**Metal layers overlaid**

Scale: 4 px per µm. Two of the layers only.
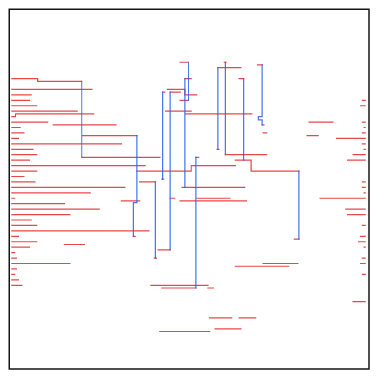
**Where the registers sit**

Scale: 6 px per µm.
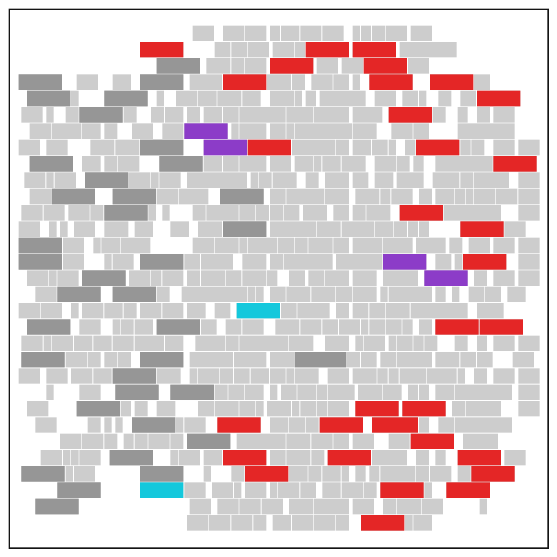
==> config.mk <==
export PLATFORM = sky130hd
export DESIGN_NAME = stream_demux1_4_flat
export DESIGN_NICKNAME = d
export VERILOG_FILES = /design/src/rtl/stream_demux1_4_if.sv /design/src/rtl/stream_demux1_4.sv /design/src/flat_wrapper.sv
export SDC_FILE = /design/constraint.sdc
export NUM_CORES = 1
export LEC_CHECK = 0
export CAP_MARGIN = 20
export CORE_UTILIZATION = 43
export CTS_CLUSTER_SIZE = 10
export DETAILED_ROUTE_END_ITERATION = 7
export PLACE_DENSITY = 0.75
export SYNTH_ARGS = -nofsm -noshare
export SYNTH_HDL_FRONTEND = slang
export SYNTH_SLANG_ARGS = --single-unit
==> constraint.sdc <==
create_clock -name clk -period 1.8 [get_ports clk]
set_clock_uncertainty 0.2 [all_clocks]
set_input_delay 0.18 -clock clk [delete_from_list [all_inputs] [get_ports clk]]
set_output_delay 0.18 -clock clk [all_outputs]
set_load 0.005 [all_outputs]
==> out/metrics.cfg <==
[clocking]
clock_sink_count=75
clock_insertion_delay_worst_skew_ns=0.35
clock-root-buffer=clkbuf_8
cts.path.max_buffers=2
clk_transition_reported_paths_ns=0.08
htree_levels=3

[logic_synthesis]
synthesis.area_mm2=0.00330
ys_seq_elements=75
yosysCellCount=367
yosys.area.top_type=dfxtp_1
edf_count=0
syn-num-nets=389
synthDistinctLibCells=39
ys_dominant_reg_cell=dfxtp_1
netlist_instances=367
ys_sh_mux=0.112
ys_async_sr_fraction=0
post_synthesis_simple_gate_area_fraction=0.252
ys_seq_share=0.455
synth_warnings=0
post_synth_most_frequent_cells=75 x dfxtp_1, 61 x nand2_1, 37 x a21oi_1
xor_share=0
synth.top_cell.area_share=0.455
synth.logic.top_family=simple AND/OR/NAND/NOR gates
most_common_cell=dfxtp_1

[detailed_routing]
ant_nets=0
detail_route.vias_per_cell=5.61
drt_drc_violations_left=0
initialDrtViolationCount=226
iteration_tally_of_the_first_detailed_router_pass=4
totalWireLength_um=11700

[timing]
slew-limit-headroom=0.645
rsz0062_at_grt=true
final.period_utilization=1.21
setup_tns_ns=-15.02
final_max_slew_viol_count=0
layout_setup_ws_ns=-0.373
timing_hold_violations_final=0
period_needed_ns=2.17
final_setup_violation_count=75

[power]
comb-power_mw=0.548
leakage_nw=2.16
totalPowerFinal_mw=3.52
cell_int_power_mw=2.58
switchingPower_mw=0.936
combinational_fraction_of_design_power=0.156
power-top-group=registers
power.share.switching=0.266
share_clk_of_total_power=0.359
power_frac_seq=0.486
pwr.group.clock_mw=1.26

[floorplan]
placement_rows=31
die_x_um=89.6
total_die_size_mm2=0.00802
fp-utilization=0.450
die_height_um=89.6
top_level_ports=92
fp.coreArea_mm2=0.00733

[worst_setup_path]
critical_path.endpoint_type=primary output
setup.reg_to_reg.worst_slack_ns=-0.33
worst-r2r-cell-count=8
worst-endpoint-required_ns=1.42
crit_fanout=2
cp_data_arrival_time_ns=1.79
startpoint_type=flop

[layout]
antennaDiodeCount=0
final_cell_count_no_fill=633
most_used_cells_in_the_layout_excluding_fill_and_tap_cells=88 x clkdlybuf4s50_1, 73 x dfxtp_1, 45 x buf_4, 33 x nand2_1, 31 x buf_6
mostFrequentLayoutCell=clkdlybuf4s50_1
postLayoutCellArea_mm2=0.00581
final_layout_size_suffix_gt1_frac=0.388
areaGrowthSynthToFinish_pct=76.1

[run]
drv_cap=0

[placed_design]
io_buffers=91
dp_worst_setup_slack_ns=-0.572
dpl-instance-area_mm2=0.00467
post-place-cells=592
dp_hpwl_um=6510
gp_congestion=0.810

[global_route]
antenna_violations_before_repair=0
largest_net_degree_at_the_start_of_global_routing=39
gr_overflow_total=0
grt_pass1_wl_um=17300
via_count_of_the_first_global_routing_pass=3524

[status]
violations=setup timing
outcome=finished with violations

[hold_path]
hold_path_depth=2

## Picture notes: 'metal layers overlaid'
blue -> metal 4  # wire length 292 µm
red -> metal 3  # wire length 724 µm
total track usage: 0.285
per-cell routed wire length: 18.5 µm
vias post-DR: 3552

## Picture notes: 'where the registers sit'
red -> `u_core.pkt_cnt`  # flops 32
cyan -> `u_core.lock_sel`  # flops 2
purple -> `u_core.bus.out_last`  # flops 4
not coloured = 37
register area: 0.00151 mm²
seq pwr: 1.71 mW
Seq area share: 0.259

routing by layer:
metal,share of wire,vias to the layer above,track usage
met5,0,-,0
met4,0.025,0,0.104
met3,0.062,28,0.0757
met2,0.50,136,0.488
met1,0.41,1747,0.342
li1,-,1641,-
cell type report:
class / instances / area, µm²
clock inverter: 5 / 56.3
timing repair buffer: 174 / 1730
tap: 99 / 124
sequential: 75 / 1510
clock buffer: 9 / 124
inverter: 2 / 7.51
multi-input combinational: 269 / 2250
fill: 412 / 1530
repair_timing:
action	CTS	global route
gates cloned	6	0
endpoints found under the setup margin	75	74
setup buffers	19	13
pin swaps	61	49
resized	99	83
worst max-delay path, cell delays in order (launching register included):
cell	delay (ns)
dfxtp_4	0.38
mux2i_4	0.26
mux4_2	0.54
and2_4	0.16
buf_6	0.11
No activity file was given, so power comes from the tool's default toggle rates.
